### config.mk
export PLATFORM = sky130hd
export DESIGN_NAME = id_ex_stage
export DESIGN_NICKNAME = d
export VERILOG_FILES = /design/src/rtl/id_ex_stage.sv
export SDC_FILE = /design/constraint.sdc
export NUM_CORES = 1
export LEC_CHECK = 0
export ABC_CLOCK_PERIOD_IN_PS = 2400
export CORE_UTILIZATION = 25
export DETAILED_ROUTE_END_ITERATION = 8
export PLACE_DENSITY = 0.54
export SYNTH_ARGS = -nofsm -noshare
export SYNTH_HDL_FRONTEND = slang
export SYNTH_SLANG_ARGS = --single-unit
### constraint.sdc
create_clock -name clk -period 2.4 [get_ports clk]
set_input_delay 0.24 -clock clk [delete_from_list [all_inputs] [get_ports clk]]
set_output_delay 0.24 -clock clk [all_outputs]
set_load 0.005 [all_outputs]
### src/rtl/id_ex_stage.sv
// ID/EX pipeline register with load-use bubble insertion, hold, flush and
// writeback bypass. Optional bubble counter under IDEX_PERF_CNT_EN.
// Ports: clk, rst_n, id_* (ID bundle in), flush, ex_busy, memwb_* (WB port),
//        idex_* (registered ID/EX bundle out), stall_if_id, bubble_count (opt).
module id_ex_stage #(
  parameter int DATA_W = 16
) (
  input  logic              clk,
  input  logic              rst_n,
  input  logic              id_valid,
  input  logic [3:0]        id_rs1,
  input  logic [3:0]        id_rs2,
  input  logic [3:0]        id_rd,
  input  logic [DATA_W-1:0] id_rs1_data,
  input  logic [DATA_W-1:0] id_rs2_data,
  input  logic [DATA_W-1:0] id_imm,
  input  logic [7:0]        id_ctrl,
  input  logic              flush,
  input  logic              ex_busy,
  input  logic              memwb_reg_write,
  input  logic [3:0]        memwb_rd,
  input  logic [DATA_W-1:0] memwb_data,
  output logic              idex_valid,
  output logic [3:0]        idex_rs1,
  output logic [3:0]        idex_rs2,
  output logic [3:0]        idex_rd,
  output logic [DATA_W-1:0] idex_rs1_data,
  output logic [DATA_W-1:0] idex_rs2_data,
  output logic [DATA_W-1:0] idex_imm,
  output logic [7:0]        idex_ctrl,
`ifdef IDEX_PERF_CNT_EN
  output logic [15:0]       bubble_count,
`endif
  output logic              stall_if_id
);

  logic              valid_q, valid_d;
  logic [3:0]        rs1_q, rs1_d;
  logic [3:0]        rs2_q, rs2_d;
  logic [3:0]        rd_q, rd_d;
  logic [DATA_W-1:0] d1_q, d1_d;
  logic [DATA_W-1:0] d2_q, d2_d;
  logic [DATA_W-1:0] imm_q, imm_d;
  logic [7:0]        ctrl_q, ctrl_d;

  logic lu;
  logic byp1;
  logic byp2;
  logic bubble;

  assign lu = valid_q & ctrl_q[2] & (rd_q != 4'd0) & id_valid &
              ((rd_q == id_rs1) | (rd_q == id_rs2));

  assign byp1 = memwb_reg_write & (memwb_rd != 4'd0) & (memwb_rd == id_rs1);
  assign byp2 = memwb_reg_write & (memwb_rd != 4'd0) & (memwb_rd == id_rs2);

  assign bubble = ~flush & ~ex_busy & lu;

  // Gated by rst_n so the stall is low while reset is held.
  assign stall_if_id = rst_n & ~flush & (ex_busy | lu);

  always_comb begin
    valid_d = valid_q;
    rs1_d   = rs1_q;
    rs2_d   = rs2_q;
    rd_d    = rd_q;
    d1_d    = d1_q;
    d2_d    = d2_q;
    imm_d   = imm_q;
    ctrl_d  = ctrl_q;
    priority case (1'b1)
      flush: begin
        valid_d = 1'b0;
        ctrl_d  = 8'h00;
      end
      ex_busy: begin
      end
      lu: begin
        valid_d = 1'b0;
        ctrl_d  = 8'h00;
      end
      default: begin
        valid_d = id_valid;
        rs1_d   = id_rs1;
        rs2_d   = id_rs2;
        rd_d    = id_rd;
        d1_d    = byp1 ? memwb_data : id_rs1_data;
        d2_d    = byp2 ? memwb_data : id_rs2_data;
        imm_d   = id_imm;
        ctrl_d  = id_valid ? id_ctrl : 8'h00;
      end
    endcase
  end

  always_ff @(posedge clk or negedge rst_n) begin
    if (!rst_n) begin
      valid_q <= 1'b0;
      rs1_q   <= '0;
      rs2_q   <= '0;
      rd_q    <= '0;
      d1_q    <= '0;
      d2_q    <= '0;
      imm_q   <= '0;
      ctrl_q  <= '0;
    end else begin
      valid_q <= valid_d;
      rs1_q   <= rs1_d;
      rs2_q   <= rs2_d;
      rd_q    <= rd_d;
      d1_q    <= d1_d;
      d2_q    <= d2_d;
      imm_q   <= imm_d;
      ctrl_q  <= ctrl_d;
    end
  end

  assign idex_valid    = valid_q;
  assign idex_rs1      = rs1_q;
  assign idex_rs2      = rs2_q;
  assign idex_rd       = rd_q;
  assign idex_rs1_data = d1_q;
  assign idex_rs2_data = d2_q;
  assign idex_imm      = imm_q;
  assign idex_ctrl     = ctrl_q;

`ifdef IDEX_PERF_CNT_EN
  logic [15:0] cnt_q, cnt_d;

  always_comb begin
    cnt_d = cnt_q;
    if (bubble && cnt_q != 16'hFFFF)
      cnt_d = cnt_q + 16'd1;
  end

  always_ff @(posedge clk or negedge rst_n) begin
    if (!rst_n) cnt_q <= '0;
    else        cnt_q <= cnt_d;
  end

  assign bubble_count = cnt_q;
`else
  logic unused_bubble;
  assign unused_bubble = bubble;
`endif

endmodule

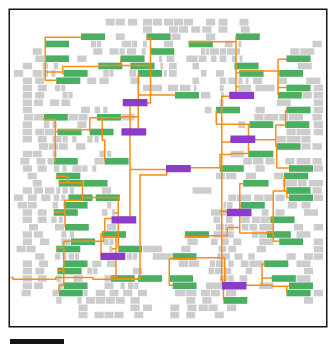
(run_1/clock_map.png)
Scale bar: 20 um.
Key: cells driving clock nets = purple [count 9]; clock wires = orange [length 1,010 um]; flip-flops = green [count 69]
Position of the flops: widely spread. There are 10 routed clock nets.

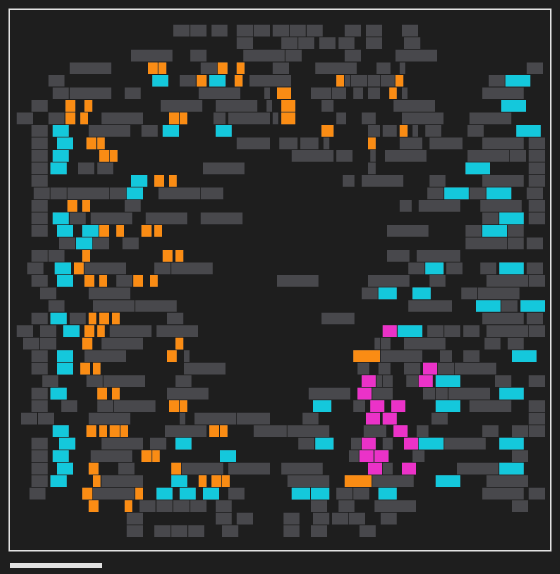
(run_1/gate_families.png)
Scale bar: 20 um.
Key: inverting AOI/OAI gates = orange [cells 75, most used a21oi_1]; XOR/XNOR gates = magenta [cells 16]; multiplexers = cyan [cells 60, most used mux2i_1, where widely spread]

==> flow_metrics.py, run 1 <==
# Generated from Yosys and OpenROAD reports
metrics = {
    "layout": {
        "seqCellArea_um2": 1730,
        "nNetsFinal": 536,
        "nonClkBufAreaFrac_pct": 33.1,
        "nFillCells": 1264,
    },
    "yosys": {
        "synth-xor-area-share_pct": 4.21,
        "synthTopCellsByCount": "69 x dfrtp_1, 37 x a21oi_1, 32 x a31oi_1, 32 x mux2i_1, 20 x mux2_4",
        "ys_sh_mux_pct": 21.4,
    },
    "floorplan": {
        "nWellTaps": 172,
        "core_area_um2": 12800,
        "initial_core_util_pct": 26.0,
        "boundaryPins": 164,
        "die_w_um": 117,
    },
    "final_timing": {
        "relSlewSlack_pct": 41.6,
        "drv_slew": 0,
    },
    "clocking": {
        "cts_made_buffers": 9,
        "cts_tree": "built",
    },
    "critical_path": {
        "critPathSlowestCell": "dfrtp_2",
        "cp.depth": 7,
    },
    "global_routing": {
        "grt_pass1_vias": 2985,
    },
    "route": {
        "dr.pass1.iters": 4,
        "post-route-drc-count": 0,
        "drtAntennaViolNets": 0,
        "wl_met2_um": 4270,
    },
    "pwr": {
        "vdd_ir_drop_max_uv": 285,
    },
    "run_status": {
        "status": "finished clean",
    },
    "placed_design": {
        "preCtsSetupSlack_ns": -0.141,
    },
}
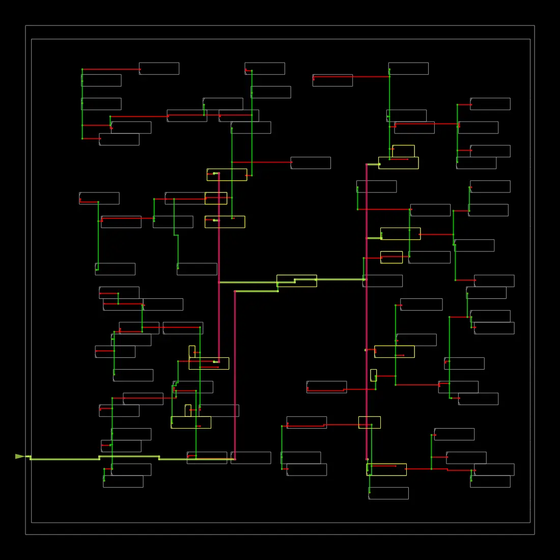
(run_1/final_clocks.png)
Clk power: 0.00127 W
sequential cell count: 69
Sink Count: 69

-- run 1: stage by stage --
step | setup TNS [ns] | total power, W | area [um2] | utilization (%)
2_1_floorplan | 0 | 0.00171 | 3330 | -
3_3_place_gp | -1.78 | 0.00229 | 5250 | 40.9
3_5_place_dp | -2.38 | 0.00229 | 5250 | 40.9
6_report | 0 | 0.00355 | 5560 | 43.4
4_1_cts | 0 | 0.00360 | 5540 | 43.2
5_1_grt | 0 | 0.00374 | 5560 | 43.4
-- run 1: report_power, final --
part           switching, W  leakage, nW  internal, W
sequential        0.0000947        0.801      0.00132
combinational      0.000282         1.24     0.000585
clock              0.000461        0.143     0.000814
total              0.000838         2.18      0.00271
==> run 2, diff against run 1 <==
CTS_CLUSTER_SIZE = 30   (was unset)
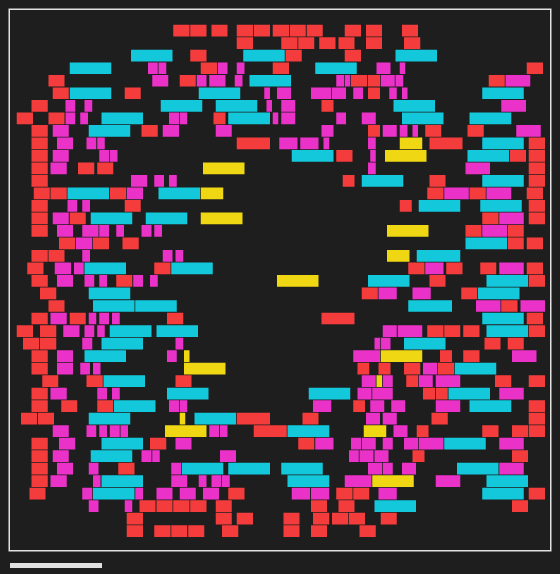
(run_2/cell_classes.png)
Scale bar: 20 um.
Key: other buffers and delay cells = red [cells 183, share of their area 34%]; all other logic = magenta [cells 179, share of their area 28%]; flip-flops = cyan [cells 69, share of their area 32%]; clock drivers and dummy loads = yellow [cells 16, share of their area 5.5%]
floorplan core area: 12,800 um2
design area: 5560 um2
final core utilization: 43.4%

==> flow_metrics.py, run 2 <==
# Generated from Yosys and OpenROAD reports
metrics = {
    "placed_design": {
        "post_dp_cell_area_um2": 5250,
        "preCtsSetupSlack_ns": -0.141,
        "gp_congestion": 0.731,
    },
    "route": {
        "wl_met3_um": 935,
        "wl_met2_um": 4270,
        "dr.pass1.iters": 4,
        "drtIter0Drc": 82,
        "drtAntennaViolNets": 0,
        "wl_per_cell_um": 15.3,
        "post-route-drc-count": 0,
    },
    "pwr": {
        "vdd_ir_drop_max_uv": 285,
        "switchingPower_w": 0.000838,
        "power_w": 0.00355,
        "top_power_group": "registers",
        "powerComb_w": 0.000867,
        "sequentialPower_w": 0.00141,
        "internal_power_w": 0.00271,
        "p_clk_share_pct": 35.9,
        "seq_power_share_pct": 39.7,
        "combinationalPowerShare_pct": 24.4,
        "pg_clk_w": 0.00127,
        "p_sw_share_pct": 23.6,
    },
    "floorplan": {
        "boundaryPins": 164,
        "rows": 41,
        "die_w_um": 117,
        "initial_core_util_pct": 26.0,
    },
    "yosys": {
        "ys.flops": 69,
        "synthTopCellsByCount": "69 x dfrtp_1, 37 x a21oi_1, 32 x a31oi_1, 32 x mux2i_1, 20 x mux2_4",
        "synth_cells": 269,
        "async_flop_share_pct": 100,
        "ys_cells": 269,
    },
    "final_timing": {
        "rsz0062_at_grt": "false",
        "drv_slew": 0,
        "setup_violations": 0,
        "setup-tns-final_ns": 0,
        "relSlewSlack_pct": 41.6,
    },
    "clocking": {
        "cts.sink_count": 69,
        "cts_tree": "built",
        "cts_made_buffers": 9,
    },
    "global_routing": {
        "grt_pass1_vias": 2985,
        "grt_max_degree": 70,
    },
    "critical_path": {
        "critPathSlowestCell": "dfrtp_2",
        "reg2regPathDepth": 8,
        "cp.depth": 7,
        "required_ns": 2.16,
        "worst-path-buf-inv": 2,
    },
    "layout": {
        "nNetsFinal": 536,
        "layout_top_cells": "161 x clkdlybuf4s50_1, 67 x dfrtp_1, 37 x a21oi_1",
    },
    "run_status": {
        "status": "finished clean",
    },
}
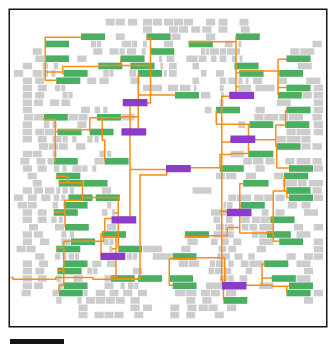
(run_2/clock_map.png)
Scale bar: 20 um.
Key: cells driving clock nets = purple [count 9]; flip-flops = green [count 69]; clock wires = orange [length 1,010 um]
There are 10 routed clock nets.
worst skew pair latency: 0.33 ns
Worst Skew: 0.00504 ns

## run 2: layout make-up
type | instances | area, um2
flip-flops and latches | 69 | 1730
multi-input cells | 179 | 1490
fillers | 1264 | 7260
well taps | 172 | 215
repair buffers | 183 | 1840
clock buffers | 16 | 292
## run 2: what timing repair did
action	CTS	global route
setup endpoints to repair	1	1
hold endpoints to repair	0	0
gates resized	3	3
setup buffers	0	1
pin swaps	1	2
## run 2: logic make-up after synthesis
logic type	after synthesis	synth area share, %
compound gates	75	13.3
flops	69	51.9
mux	60	21.4
simple gates	28	4.96
buf+inv	21	4.25
xor+xnor	16	4.21
==> run_2/pdn.png <==
Pins as bars on the die edge. Tap cells in gray.
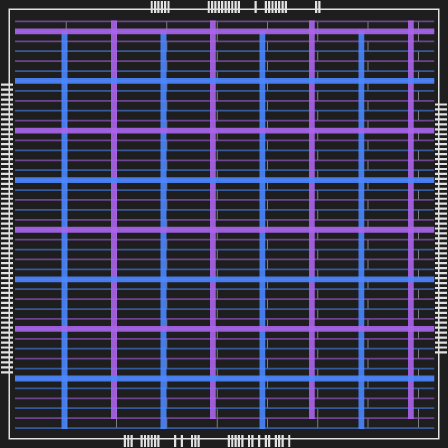

==> run 3, diff against run 2 <==
CORE_MARGIN = 1.5   (was unset)
CORE_UTILIZATION = 41   (was 25)
MAX_ROUTING_LAYER = met4   (was unset)
PLACE_DENSITY = 0.81   (was 0.54)
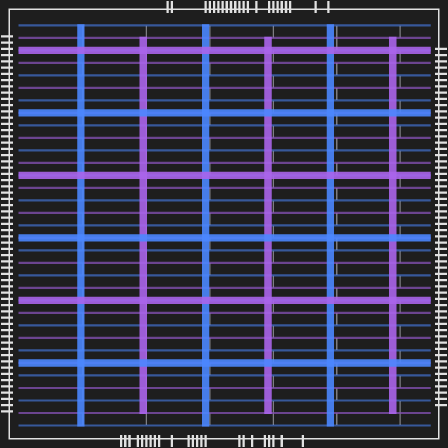
(run_3/pdn.png)
Pins as bars on the die edge. Tap cells in gray.
Key: VSS = blue; VDD = purple
6 straps on met5. 102 tap cells.

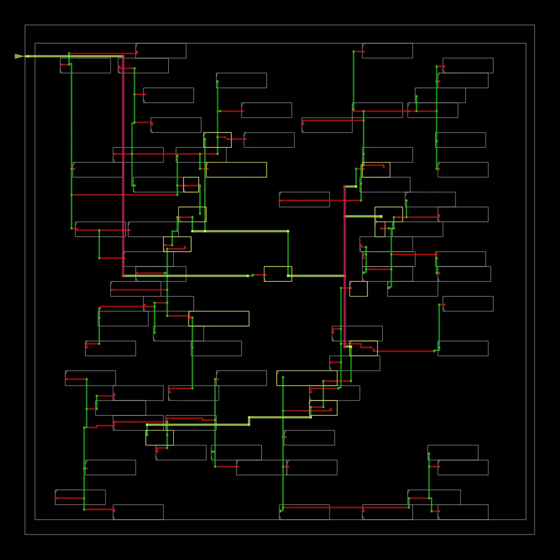
(run_3/final_clocks.png)
clkbuf count: 9
Clk power: 0.00113 W
Worst Skew: 0.0118 ns
cts bufs inserted: 9

==> flow_metrics.py, run 3 <==
# Generated from Yosys and OpenROAD reports
metrics = {
    "pwr": {
        "p_sw_share_pct": 24.3,
        "sequentialPower_w": 0.00141,
        "p_clk_share_pct": 33.2,
        "seq_power_share_pct": 41.4,
    },
    "floorplan": {
        "die_w_um": 93.1,
        "initial_core_util_pct": 42.6,
        "core_area_um2": 7810,
        "nWellTaps": 102,
    },
    "yosys": {
        "synth-xor-area-share_pct": 4.21,
        "aoi_share_pct": 13.3,
        "logic_family": "multiplexers",
        "ys.flops": 69,
        "synth.cellmix.simpleShare_pct": 4.96,
        "synth_cells": 269,
        "synthTopCellsByCount": "69 x dfrtp_1, 37 x a21oi_1, 32 x a31oi_1, 32 x mux2i_1, 20 x mux2_4",
        "synthAdderAreaFrac_pct": 0,
        "ys_cells": 269,
    },
    "critical_path": {
        "critPathSlowestCell": "dfrtp_2",
        "worst-path-buf-inv": 2,
        "required_ns": 2.16,
    },
    "final_timing": {
        "rsz0062_at_grt": "false",
        "setup_violations": 0,
        "setup-tns-final_ns": 0,
        "drv_slew": 0,
    },
    "route": {
        "drtIter0Drc": 114,
        "post-route-drc-count": 0,
        "wl_per_cell_um": 16.7,
        "dr.pass1.iters": 4,
        "wl_met2_um": 4300,
    },
    "layout": {
        "seq_share_pct": 32.0,
        "seqCellArea_um2": 1730,
        "final_core_utilization_pct": 69.4,
        "comb_area_share_pct": 27.3,
        "flops": 69,
    },
    "placed_design": {
        "post_dp_cell_area_um2": 5170,
        "gp_congestion": 0.818,
    },
    "clocking": {
        "cts.sink_count": 69,
        "clock_latency_ns": 0.34,
        "cts_tree": "built",
    },
    "run_status": {
        "status": "finished clean",
    },
}
==> run 3: worst paths after layout <==
path                                  start      endpoint  slack [ns]  cells past startpoint
worst max-delay path             idex_rd[2]   stall_if_id        0.24                      7
worst min-delay path                  rst_n  idex_ctrl[0]        0.10                      2
worst max register to register   idex_rd[2]    idex_rd[0]        0.40                      8
worst min register to register  idex_rs1[2]   idex_rs1[2]        0.51                      1
max in group asynchronous             rst_n    idex_rd[0]        1.64                      2
min in group clk                 id_ctrl[1]  idex_ctrl[1]        0.48                      3
==> run 3: what timing repair did <==
| action | 4_1_cts | 5_1_grt |
|---|---|---|
| resized | 3 | 5 |
| setup endpoints to repair | 1 | 1 |
| pin swaps | 0 | 3 |
| cloned | 0 | 0 |
| buffers inserted | 0 | 1 |
Power is estimated from default activity; no workload was simulated.
